## src/rtl/check_stream_pkg.sv

```systemverilog
// Shared definitions for the property checker's result stream: verdict characters,
// transmitter state encoding and a saturating counter helper.
package check_stream_pkg;

  localparam int BYTE_W = 8;

  localparam logic [BYTE_W-1:0] CHAR_PASS = 8'h50;
  localparam logic [BYTE_W-1:0] CHAR_FAIL = 8'h46;

  typedef enum logic [1:0] {
    IDLE  = 2'd0,
    START = 2'd1,
    DATA  = 2'd2,
    STOP  = 2'd3
  } tx_state_t;

  function automatic logic [15:0] sat_inc16(input logic [15:0] value);
    return (value == 16'hFFFF) ? value : value + 16'd1;
  endfunction

endpackage

```

## src/rtl/uart_baud_counter.sv

```systemverilog
// Bit-period timer for the result UART: counts 0..CLKS_PER_BIT-1 while run is high
// and flags the last cycle of each bit period.
module uart_baud_counter #(
  parameter int CLKS_PER_BIT = 434
) (
  input  logic clock,
  input  logic reset,
  input  logic clear,
  input  logic run,
  output logic bit_done
);

  localparam int CNT_W = $clog2(CLKS_PER_BIT);
  localparam logic [CNT_W-1:0] LAST = CNT_W'(CLKS_PER_BIT - 1);

  logic [CNT_W-1:0] cnt_q, cnt_d;

  assign bit_done = run && (cnt_q == LAST);

  always_comb begin
    // NOTE: every always_comb output gets a default first so no path can infer a latch.
    cnt_d = cnt_q;
    if (clear) begin
      cnt_d = '0;
    end else if (run) begin
      cnt_d = bit_done ? '0 : cnt_q + CNT_W'(1);
    end
  end

  // NOTE: state flops use non-blocking assignments so every flop samples pre-edge values.
  always_ff @(posedge clock or negedge reset) begin
    if (!reset) begin
      cnt_q <= '0;
    end else begin
      cnt_q <= cnt_d;
    end
  end

endmodule

```

## src/rtl/check_result_uart_tx.sv

```systemverilog
// Result-stream sink: pops verdict bytes, sends each as an 8N1 UART frame and keeps
// sticky pass/fail LED flags. Define CHECK_RESULT_STATUS_EN to build the verdict decoder.
module check_result_uart_tx
  import check_stream_pkg::*;
#(
  parameter int CLKS_PER_BIT = 434
) (
  input  logic              clock,
  input  logic              reset,
  input  logic              in_canPeek,
  input  logic [BYTE_W-1:0] in_peek,
  output logic              in_consume_en,
  output logic              uart_tx,
  output logic              busy,
  output logic              pass_seen,
  output logic              fail_seen,
  output logic [15:0]       byte_count
);

  if (CLKS_PER_BIT < 2) begin : g_bad_clks_per_bit
    $error("check_result_uart_tx: CLKS_PER_BIT must be >= 2");
  end

  tx_state_t         state_q, state_d;
  logic [BYTE_W-1:0] shift_q, shift_d;
  logic [2:0]        bit_idx_q, bit_idx_d;
  logic              tx_q, tx_d;
  logic [15:0]       byte_count_q, byte_count_d;
  logic              consume;
  logic              bit_done;

  // Gated by reset so the pop strobe stays low while reset is held.
  assign consume       = reset && (state_q == IDLE) && in_canPeek;
  assign in_consume_en = consume;
  assign uart_tx       = tx_q;
  assign busy          = (state_q != IDLE);
  assign byte_count    = byte_count_q;

  uart_baud_counter #(
    .CLKS_PER_BIT(CLKS_PER_BIT)
  ) u_baud (
    .clock   (clock),
    .reset   (reset),
    .clear   (consume),
    .run     (state_q != IDLE),
    .bit_done(bit_done)
  );

  always_comb begin
    state_d      = state_q;
    shift_d      = shift_q;
    bit_idx_d    = bit_idx_q;
    byte_count_d = byte_count_q;
    tx_d         = 1'b1;
    case (state_q)
      IDLE: if (consume) begin
        state_d      = START;
        shift_d      = in_peek;
        byte_count_d = sat_inc16(byte_count_q);
      end
      START: if (bit_done) begin
        state_d   = DATA;
        bit_idx_d = '0;
      end
      DATA: if (bit_done) begin
        shift_d   = {1'b0, shift_q[BYTE_W-1:1]};
        bit_idx_d = bit_idx_q + 3'd1;
        if (bit_idx_q == 3'd7) state_d = STOP;
      end
      STOP: if (bit_done) state_d = IDLE;
      default: state_d = IDLE;
    endcase
    // The line is driven from the next state so it is registered yet aligned with it.
    case (state_d)
      START:   tx_d = 1'b0;
      DATA:    tx_d = shift_d[0];
      default: tx_d = 1'b1;
    endcase
  end

  always_ff @(posedge clock or negedge reset) begin
    if (!reset) begin
      state_q      <= IDLE;
      // NOTE: the shift register is reset too; it is a handful of flops, not a memory array.
      shift_q      <= '0;
      bit_idx_q    <= '0;
      tx_q         <= 1'b1;
      byte_count_q <= '0;
    end else begin
      state_q      <= state_d;
      shift_q      <= shift_d;
      bit_idx_q    <= bit_idx_d;
      tx_q         <= tx_d;
      byte_count_q <= byte_count_d;
    end
  end

`ifdef CHECK_RESULT_STATUS_EN
  logic pass_q, pass_d;
  logic fail_q, fail_d;

  always_comb begin
    pass_d = pass_q;
    fail_d = fail_q;
    if (consume) begin
      if (in_peek == CHAR_PASS) pass_d = 1'b1;
      if (in_peek == CHAR_FAIL) fail_d = 1'b1;
    end
  end

  always_ff @(posedge clock or negedge reset) begin
    if (!reset) begin
      pass_q <= 1'b0;
      fail_q <= 1'b0;
    end else begin
      pass_q <= pass_d;
      fail_q <= fail_d;
    end
  end

  assign pass_seen = pass_q;
  assign fail_seen = fail_q;
`else
  assign pass_seen = 1'b0;
  assign fail_seen = 1'b0;
`endif

endmodule
```

## config.mk

```make
export PLATFORM = sky130hd
export DESIGN_NAME = check_result_uart_tx
export DESIGN_NICKNAME = d
export VERILOG_FILES = /design/src/rtl/check_stream_pkg.sv /design/src/rtl/uart_baud_counter.sv /design/src/rtl/check_result_uart_tx.sv
export SDC_FILE = /design/constraint.sdc
export NUM_CORES = 1
export LEC_CHECK = 0
export ABC_AREA = 1
export CAP_MARGIN = 20
export CORE_MARGIN = 2
export CORE_UTILIZATION = 55
export CTS_BUF_LIST = sky130_fd_sc_hd__clkbuf_4
export DETAILED_ROUTE_END_ITERATION = 8
export PLACE_DENSITY = 0.81
export SETUP_SLACK_MARGIN = 0.2
export SLEW_MARGIN = 30
export SYNTH_ARGS = -nofsm -noshare
export SYNTH_HDL_FRONTEND = slang
export SYNTH_HIERARCHICAL = 1
export SYNTH_SLANG_ARGS = --single-unit
```

## constraint.sdc

```tcl
create_clock -name clock -period 2.3 [get_ports clock]
set_input_delay 0.345 -clock clock [delete_from_list [all_inputs] [get_ports clock]]
set_output_delay 0.345 -clock clock [all_outputs]
set_load 0.01 [all_outputs]
```

**Run 1: nets reached from selected ports**

Scale bar: 20 um.
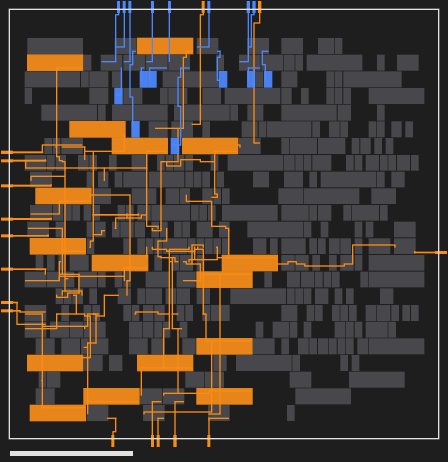
legend:
  blue:
    port: in_peek
    bits: 8
    direction: input
    edge: top
    end_cells: 8
    buffers: 8
    wire: 128 um
  orange:
    port: byte_count
    bits: 16
    direction: output
    edge: 8 left, 5 bottom, 2 top, 1 right
    end_cells: 16
    buffers: 16
    wire: 780 um
I/O Pins: 32
PortBufs: 29

**Run 1: zoomed window**

Scale bar: 10 um. Window x 5 to 30, y 5 to 30 um. Cells in grey, sequential cells in the stronger grey; small squares are vias.
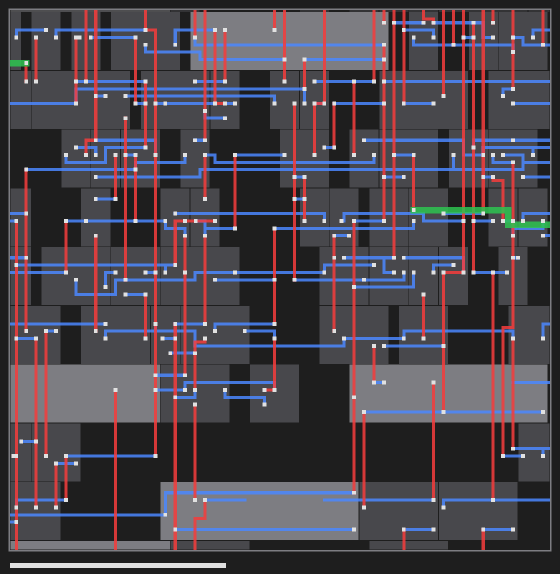
legend:
  red:
    layer: metal 2
  blue:
    layer: metal 1
  green:
    layer: metal 3
most frequent: nand2_1 (12), nand2_2 (7)
sequential cells in the window: 4
cells with their middle in the window: 57
netlist names of flops here include: byte_count (4)

**Run 1: where the registers sit**

Scale bar: 20 um.
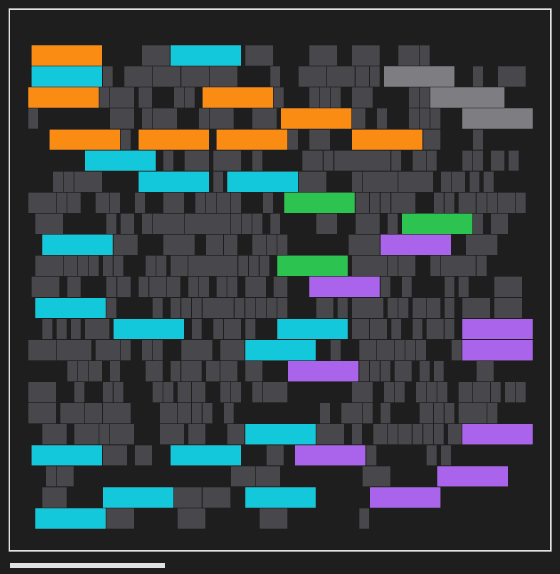
legend:
  cyan:
    netlist_name: byte_count
    sequential_cells: 16
  purple:
    netlist_name: u_baud/cnt_q
    sequential_cells: 9
  green:
    netlist_name: bit_idx_q
    sequential_cells: 3
  orange:
    netlist_name: shift_q
    sequential_cells: 8
not coloured: 3
sequential cell area share: 35.4%
final core utilization: 67.6%
P_seq: 0.686 mW
Storage cell area: 977 um^2

==> run 1: area by class of cell <==
| class | instances | share of cell area, % |
|---|---|---|
| Sequential cell | 39 | 35.4 |
| Clock buffer | 7 | 1.90 |
| Multi-Input combinational cell | 220 | 43.9 |
| Inverter | 40 | 5.48 |
| Timing Repair Buffer | 31 | 10.9 |
| Clock inverter | 1 | 0.181 |
| Tap cell | 50 | 2.26 |
==> run 1: cell usage after synthesis (all sizes together) <==
cell type	number
ha	5
a21oi	1
xor2	7
a22o	2
inv	39
o221ai	5
clkinv	1
o21bai	1
conb	1
dfstp	1
nand4	10
o21ai	16
dfrtp	38
xnor2	1
nand3	21
nand2	103
nor3	3
o211ai	1
nor2	42
buf	5
==> run 1: routing by layer <==
layer  part of all wire [%]  wire length [um]
met5                      0                 0
met4                    1.0                48
met3                    3.1               144
met2                     49              2300
met1                     47              2190
==> run 1: critical path, delay by kind of cell (launching register included) <==
family / cells / cell delay, ns
flip-flops: 1 / 0.42
buffers and inverters: 2 / 0.63
AND/OR/NAND/NOR: 2 / 0.27
==> run 1: through the flow <==
| step | cells | power, mW |
|---|---|---|
| after floorplan | 304 | 0.706 |
| after global placement | 380 | 0.735 |
| after detailed placement | 380 | 0.736 |
| after CTS | 388 | 1.10 |
| after global routing | 388 | 1.13 |
| final | 388 | 1.08 |
==> run 1: what timing repair did <==
action,CTS,global route
setup endpoints to repair,0,3
resized,0,1
buffers inserted,0,0
==> run 1: power breakdown <==
group / switching [mW] / total, mW / internal [mW]
logic: 0.0196 / 0.0350 / 0.0155
clock network: 0.219 / 0.362 / 0.143
registers: 0.000142 / 0.686 / 0.686
==> run 1: sequential cells by signal, indices dropped and copies added, names as in the netlist <==
| name | flops |
|---|---|
| state_q | 2 |
| u_baud/cnt_q | 9 |
| shift_q | 8 |
| bit_idx_q | 3 |
| uart_tx | 1 |
| byte_count | 16 |
==> run 1: kinds of logic after synthesis <==
logic type	share of synthesized area, %
simple gates	36.5
compound gates	8.51
flops	41.0
fa+ha+maj	2.63
buf+inv	8.25
xor+xnor	2.94
other cells	0.157
==> run 1: how the worst max path moves through the flow <==
| stage | from | to | cells past startpoint |
|---|---|---|---|
| finish | state_q[0] | in_consume_en | 4 |
| global route | state_q[0] | in_consume_en | 4 |
| CTS | state_q[0] | in_consume_en | 4 |
| detailed placement | state_q[1] | uart_tx | 13 |
| global placement | in_canPeek | in_consume_en | 4 |
| floorplan | state_q[1] | uart_tx | 13 |
==> flow_metrics.py, run 1 <==
# Generated from Yosys and OpenROAD reports
metrics = {
    "status": {
        "outcome": "finished clean",
    },
    "global_routing": {
        "grt_util_met1_pct": 28.4,
        "track_usage_pct": 21.2,
        "grt_pass1_wl_um": 8470,
        "grt_use_met3_pct": 4.36,
    },
    "floorplan": {
        "initCoreUtil_pct": 58.3,
        "die_w_um": 69.8,
    },
    "critical_path": {
        "crit_path_end_kind": "primary output",
        "reg2reg_depth": 13,
        "cp-start-kind": "flop",
        "path_cells": "inv_2 -> nand2_2 -> nor2_8 -> clkdlybuf4s50_1",
        "r2r-end": "uart_tx",
        "cpMaxStageDelayCell": "clkdlybuf4s50_1",
    },
    "finish": {
        "fill_cells": 361,
        "lay_top_cells": "89 x nand2_1, 38 x dfrtp_1, 35 x inv_1",
        "postLayoutCellArea_um2": 2760,
        "layout_top_cell": "nand2_1",
        "mi_logic_area_um2": 1210,
    },
    "synthesis": {
        "yosys.area.top_type": "dfrtp_1",
        "synth_cell_types": 32,
        "synth_warnings": 6,
        "yosys_area_um2": 2380,
        "netlist.area_leader.share_pct": 39.9,
        "syn_area_um2": 2380,
    },
    "final_timing": {
        "setup_slack_ns": 0.296,
        "min_period_ns": 2.00,
        "finalHoldViolations": 0,
        "finalClockSkew_ns": 0.00642,
        "setup_violations": 0,
        "slew_violations": 0,
    },
    "routing": {
        "drt_first_pass_iters": 4,
        "vias": 2014,
    },
    "power": {
        "p_per_area_nw_per_um2": 392,
    },
    "cts": {
        "cts.sinks": 39,
        "cts_root_buf": "clkbuf_4",
    },
}
--- run 2 (diff from run 1) ---
--- a/config.mk
+++ b/config.mk
@@ -11,6 +11,7 @@
 export CORE_UTILIZATION = 55
 export CTS_BUF_LIST = sky130_fd_sc_hd__clkbuf_4
 export DETAILED_ROUTE_END_ITERATION = 8
+export GPL_TIMING_DRIVEN = 1
 export PLACE_DENSITY = 0.81
 export SETUP_SLACK_MARGIN = 0.2
 export SLEW_MARGIN = 30
==> run 2 against run 1 <==
Against the previous run: utilization stayed put; sequential cell count stayed put; synthesized cell count stayed put; power stayed put; register-to-register slack hardly changed; design area stayed put; critical path depth stayed put; fmax stayed put; hold slack stayed put; largest cell class unchanged; largest power group unchanged.
==> flow_metrics.py, run 2 <==
# Generated from Yosys and OpenROAD reports
metrics = {
    "global_routing": {
        "grt_pass1_wl_um": 8470,
        "track_usage_pct": 21.2,
    },
    "status": {
        "outcome": "finished clean",
    },
    "critical_path": {
        "crit_path_end_kind": "primary output",
        "cp-start-kind": "flop",
    },
    "synthesis": {
        "synth-main-ff-cell": "dfrtp_1",
        "enable_flop_cells": 0,
        "top_cell": "nand2_1",
        "ys_sh_aoi_pct": 8.51,
        "yosys_area_um2": 2380,
        "syn_area_um2": 2380,
        "async_flop_share_pct": 100,
        "xor_share_pct": 2.94,
        "synthMuxAreaShare_pct": 0,
        "ys_top_logic_family": "simple AND/OR/NAND/NOR gates",
    },
    "place": {
        "port_buffers": 29,
    },
    "final_timing": {
        "finalClockSkew_ns": 0.00642,
        "slew_violations": 0,
        "finalHoldViolations": 0,
    },
    "power": {
        "p_clk_share_pct": 33.4,
        "p_sw_share_pct": 22.1,
        "pwr-share-seq_pct": 63.3,
        "pwr-share-comb_pct": 3.2,
        "switchingPower_mw": 0.239,
    },
    "finish": {
        "lay_top_cells": "89 x nand2_1, 38 x dfrtp_1, 35 x inv_1",
        "largest_reg_flops": 16,
        "fill_cells": 361,
        "finish.utilization_pct": 67.6,
    },
    "cts": {
        "cts.sinks": 39,
    },
    "floorplan": {
        "io_pins": 32,
        "die_w_um": 69.8,
        "initCoreUtil_pct": 58.3,
    },
    "routing": {
        "drt_first_pass_iters": 4,
        "vias": 2014,
    },
}
[run 2: kinds of logic after synthesis]
family | Yosys count
compound gates | 26
flops | 39
buf+inv | 45
simple gates | 179
fa+ha+maj | 5
other cells | 1
xor+xnor | 8
[run 2: power groups by stage]
| stage | combinational (mW) | sequential, mW | clock, mW |
|---|---|---|---|
| 2_1_floorplan | 0.00606 | 0.700 | 0 |
| 3_3_place_gp | 0.0360 | 0.699 | 0 |
| 3_5_place_dp | 0.0369 | 0.699 | 0 |
| 4_1_cts | 0.0368 | 0.686 | 0.377 |
| 5_1_grt | 0.0400 | 0.687 | 0.406 |
| 6_report | 0.0350 | 0.686 | 0.362 |
[run 2: repair_timing]
item | in CTS | in global routing
setup endpoints to repair | 0 | 3
hold buffers | 0 | 0
resized | 0 | 1
[run 2: critical path: stages (launching register included)]
cell and delay [ns]:
dfrtp_1 0.42, inv_2 0.09, nand2_2 0.15, nor2_8 0.12, clkdlybuf4s50_1 0.54
[run 2: cell type report]
cell class                 instances  area, um^2  share of cell area, %
clock buffer                       7        52.6                   1.90
clock inverter                     1        5.00                  0.181
inverter                          40         151                   5.48
multi-input combinational        220        1210                   43.9
sequential                        39         977                   35.4
tap                               50        62.6                   2.26
timing repair buffer              31         300                   10.9
[run 2: worst paths after layout]
path | endpoint | cells past startpoint | startpoint
worst max-delay path | in_consume_en | 4 | state_q[0]
worst min-delay path | state_q[0] | 2 | reset
worst max register to register | uart_tx | 13 | state_q[1]
worst min register to register | bit_idx_q[0] | 1 | bit_idx_q[0]
max in group asynchronous | uart_tx | 2 | reset
min in group clock | state_q[0] | 3 | reset
[run 2: stage by stage]
step | setup slack [ns] | instance area, um^2
final | 0.296 | 2760
after floorplan | 0.581 | 2380
after CTS | 0.267 | 2760
after global routing | 0.206 | 2760
after global placement | 0.346 | 2700
after detailed placement | 0.298 | 2700
[run 2: per-layer routing]
layer	routed length (um)	share of wire, %	vias up	GRT usage, %
li1	-	-	1028	-
met3	144	3.1	5	4.36
met2	2300	49	29	35.3
met4	48	1.0	0	5.13
met5	0	0	-	0
met1	2190	47	952	28.4
**Run 2: zoomed window**

Scale bar: 10 um. Window x 5 to 30, y 5 to 30 um. Cells in grey, sequential cells in the stronger grey; small squares are vias.
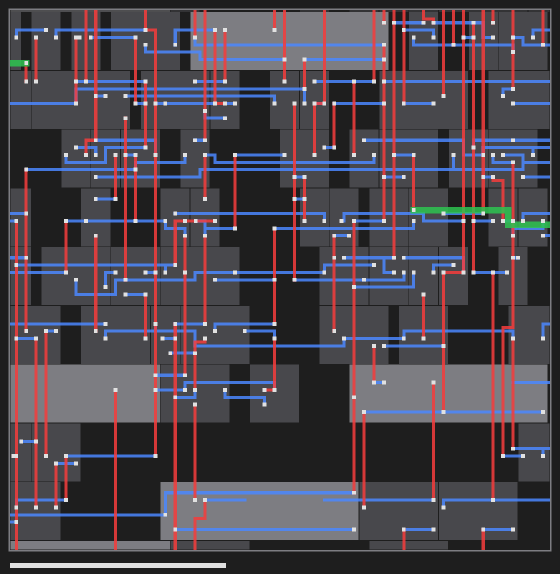
legend:
  green:
    layer: metal 3
  red:
    layer: metal 2
  blue:
    layer: metal 1
netlist names of flops here include: byte_count (4)
cells with their middle in the window: 57
sequential cells in the window: 4
most frequent: nand2_1 (12), nand2_2 (7)

**Run 2: logic cells by family**

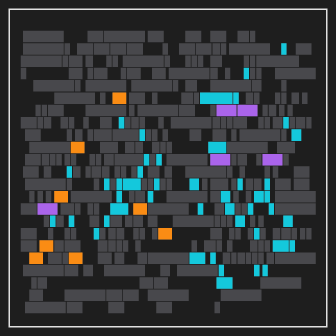
legend:
  cyan:
    family: NOR gates
    cells: 45
    most_used: nor2_1
  orange:
    family: XOR/XNOR gates
    cells: 8
    most_used: xor2_1
  purple:
    family: adder and majority cells
    cells: 5
    most_used: ha_1
Comb area share: 43.9%
most frequent logic cell in the layout: nand2_1
Cell Count, Final, Fillers Out: 388

**Run 2: congestion heat map**

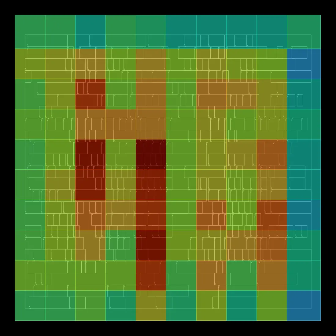
GRT Max-Usage Layer: met2
GR Util met1: 28.4%

--- run 3 (diff from run 2) ---
--- a/config.mk
+++ b/config.mk
@@ -5,14 +5,12 @@
 export SDC_FILE = /design/constraint.sdc
 export NUM_CORES = 1
 export LEC_CHECK = 0
-export ABC_AREA = 1
-export CAP_MARGIN = 20
 export CORE_MARGIN = 2
 export CORE_UTILIZATION = 55
 export CTS_BUF_LIST = sky130_fd_sc_hd__clkbuf_4
 export DETAILED_ROUTE_END_ITERATION = 8
 export GPL_TIMING_DRIVEN = 1
-export PLACE_DENSITY = 0.81
+export PLACE_DENSITY = 0.82
 export SETUP_SLACK_MARGIN = 0.2
 export SLEW_MARGIN = 30
 export SYNTH_ARGS = -nofsm -noshare
==> run 3 against run 2 <==
Against the previous run: global-route usage increased by 0.55 points; sequential power grew 62%; sequential share of layout area increased by 4.3 points; routed wire length shrank 16%; utilization grew 0.96 points; sequential cell count is the same; fmax down 1.8%; largest power group unchanged; critical path depth is 2 lower; largest cell class unchanged; clock power about the same; combinational power rose to 22 times the previous value; final cell count decreased by 28%.
==> flow_metrics.py, run 3 <==
# Generated from Yosys and OpenROAD reports
metrics = {
    "synthesis": {
        "synth_cell_types": 54,
        "netlist.area_leader.share_pct": 46.5,
        "yosys_area_um2": 2050,
        "async_flop_share_pct": 100,
        "synth_warnings": 6,
        "syn_area_um2": 2050,
        "netlist_top_cells_count": "38 x dfrtp_1, 26 x nand2_1, 14 x xor2_1",
    },
    "final_timing": {
        "finalHoldViolations": 0,
        "setup_violations": 0,
        "slew_violations": 0,
    },
    "status": {
        "outcome": "finished clean",
    },
    "critical_path": {
        "cp-start-kind": "flop",
        "reg2reg_depth": 5,
        "crit_path_end_kind": "primary output",
        "cpMaxStageDelayCell": "clkdlybuf4s50_1",
    },
    "cts": {
        "cts.sinks": 39,
    },
    "finish": {
        "lay_top_cells": "36 x dfrtp_1, 28 x clkdlybuf4s50_1, 26 x nand2_1",
        "layout_top_cell": "dfrtp_1",
        "postLayoutCellArea_um2": 2470,
        "fill_cells": 281,
        "largest_reg_flops": 16,
    },
    "global_routing": {
        "grt_pass1_wl_um": 7120,
    },
    "routing": {
        "vias": 1623,
    },
    "floorplan": {
        "die_w_um": 65.0,
        "io_pins": 32,
        "initCoreUtil_pct": 56.8,
    },
    "place": {
        "dpl-instance-area_um2": 2380,
    },
}
run 3: cell count changes after synthesis, moves of 5 or more:
| cell | before | now |
|---|---|---|
| a31oi_1 | 0 | 5 |
| o21ai_2 | 7 | 0 |
| nand3_1 | 18 | 3 |
| nand2_2 | 11 | 0 |
| nand4_1 | 10 | 5 |
| inv_1 | 35 | 5 |
| nor2_2 | 6 | 1 |
| nor3_1 | 0 | 6 |
| a22oi_1 | 0 | 7 |
| a21oi_1 | 1 | 6 |
| nor2_1 | 32 | 8 |
| nand2_1 | 89 | 26 |
| xor2_1 | 7 | 14 |
run 3: timing repair:
item                                    CTS  global route
resized                                   4             1
pin swaps                                 1             1
hold buffers                              0             0
buffers inserted                          2             1
endpoints found under the setup margin    2             1
run 3: power by group:
| part | internal, mW | leakage [nW] | switching (mW) |
|---|---|---|---|
| clock network | 0.130 | 0.0317 | 0.231 |
| logic | 0.408 | 0.648 | 0.377 |
| registers | 0.891 | 0.494 | 0.221 |
run 3: worst paths after layout:
path                       slack [ns]            end            start
max reg2reg                      0.34     shift_q[7]  u_baud/cnt_q[2]
min                              0.06     shift_q[6]            reset
max in group asynchronous        1.89     state_q[0]            reset
max                              0.26  in_consume_en       state_q[1]
min reg2reg                      0.49     shift_q[4]       shift_q[4]
min in group clock               0.49     shift_q[4]       shift_q[4]
run 3: cells by family (layout without fill, tap and decap cells):
kind of cell / count (synthesis) / after routing / synth area share [%]
other: 1 / 2 / 0.183
muxes: 2 / 2 / 1.10
AOI/OAI and AO/OA: 39 / 39 / 14.5
DFF: 39 / 39 / 47.7
adders and majority gates: 5 / 5 / 3.06
and+or+nand+nor: 77 / 77 / 21.9
buffers and inverters: 15 / 52 / 4.65
xor gates and xnor gates: 16 / 16 / 6.85
run 3: area by class of cell:
cell class | instances | area [um^2] | area share (%)
Inverter | 5 | 18.8 | 0.759
Clock inverter | 2 | 12.5 | 0.506
Tap cell | 48 | 60.1 | 2.43
Sequential cell | 39 | 980 | 39.6
Timing Repair Buffer | 39 | 373 | 15.1
Multi-Input combinational cell | 141 | 983 | 39.8
Clock buffer | 6 | 45.0 | 1.82
run 3: routing by layer:
| layer | wire length [um] | GRT usage [%] | vias up |
|---|---|---|---|
| li1 | - | - | 789 |
| met1 | 1790 | 27.3 | 793 |
| met2 | 1960 | 36.6 | 35 |
| met3 | 149 | 5.90 | 6 |
| met4 | 43 | 6.65 | 0 |
| met5 | 0 | 0 | - |
run 3: worst max-delay path: cells and delay by family (launching register included):
family / cells / cell delay [ns]
simple gates: 1 / 0.33
buf+inv: 1 / 0.54
flops: 1 / 0.49
run 3: per-stage QoR:
stage | power, mW | cells | hold WS, ns | utilization, % | setup slack [ns]
6_report | 2.26 | 280 | 0.0562 | 68.6 | 0.261
5_1_grt | 2.44 | 280 | 0.0928 | 68.6 | 0.206
4_1_cts | 2.26 | 279 | 0.0767 | 68.3 | 0.249
3_5_place_dp | 1.88 | 269 | 0.465 | 66.1 | 0.142
3_3_place_gp | 1.86 | 269 | 0.457 | 66.1 | 0.209
2_1_floorplan | 1.64 | 195 | 0.0494 | - | 0.231
**Run 3: nets reached from selected ports**

Scale bar: 20 um.
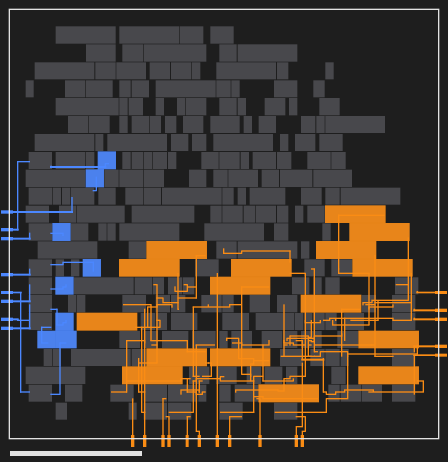
legend:
  blue:
    port: in_peek
    bits: 8
    direction: input
    edge: left
    end_cells: 8
    buffers: 8
    wire: 108 um
  orange:
    port: byte_count
    bits: 16
    direction: output
    edge: 11 bottom, 5 right
    end_cells: 16
    buffers: 16
    wire: 675 um

**Run 3: zoomed window**

Scale bar: 10 um. Window x 4 to 29, y 4 to 29 um. Cells in grey, sequential cells in the stronger grey; small squares are vias.
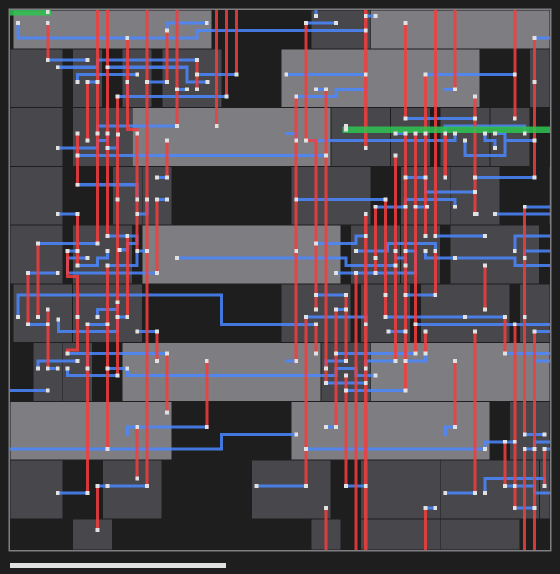
legend:
  red:
    layer: metal 2
  green:
    layer: metal 3
  blue:
    layer: metal 1
cells with their middle in the window: 49
most frequent: clkdlybuf4s50_1 (10), dfrtp_1 (9), nand2_1 (6)
netlist names of flops here include: byte_count (5), shift_q (4)
sequential cells in the window: 9

**Run 3: congestion heat map**

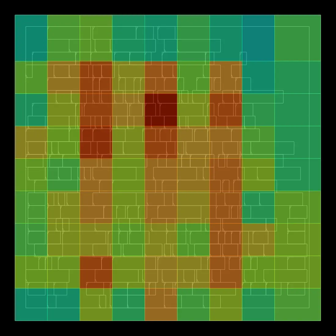
final core utilization: 68.6%
GR Util met1: 27.3%
met3 usage: 5.90%

Power and IR drop assume default switching activity.
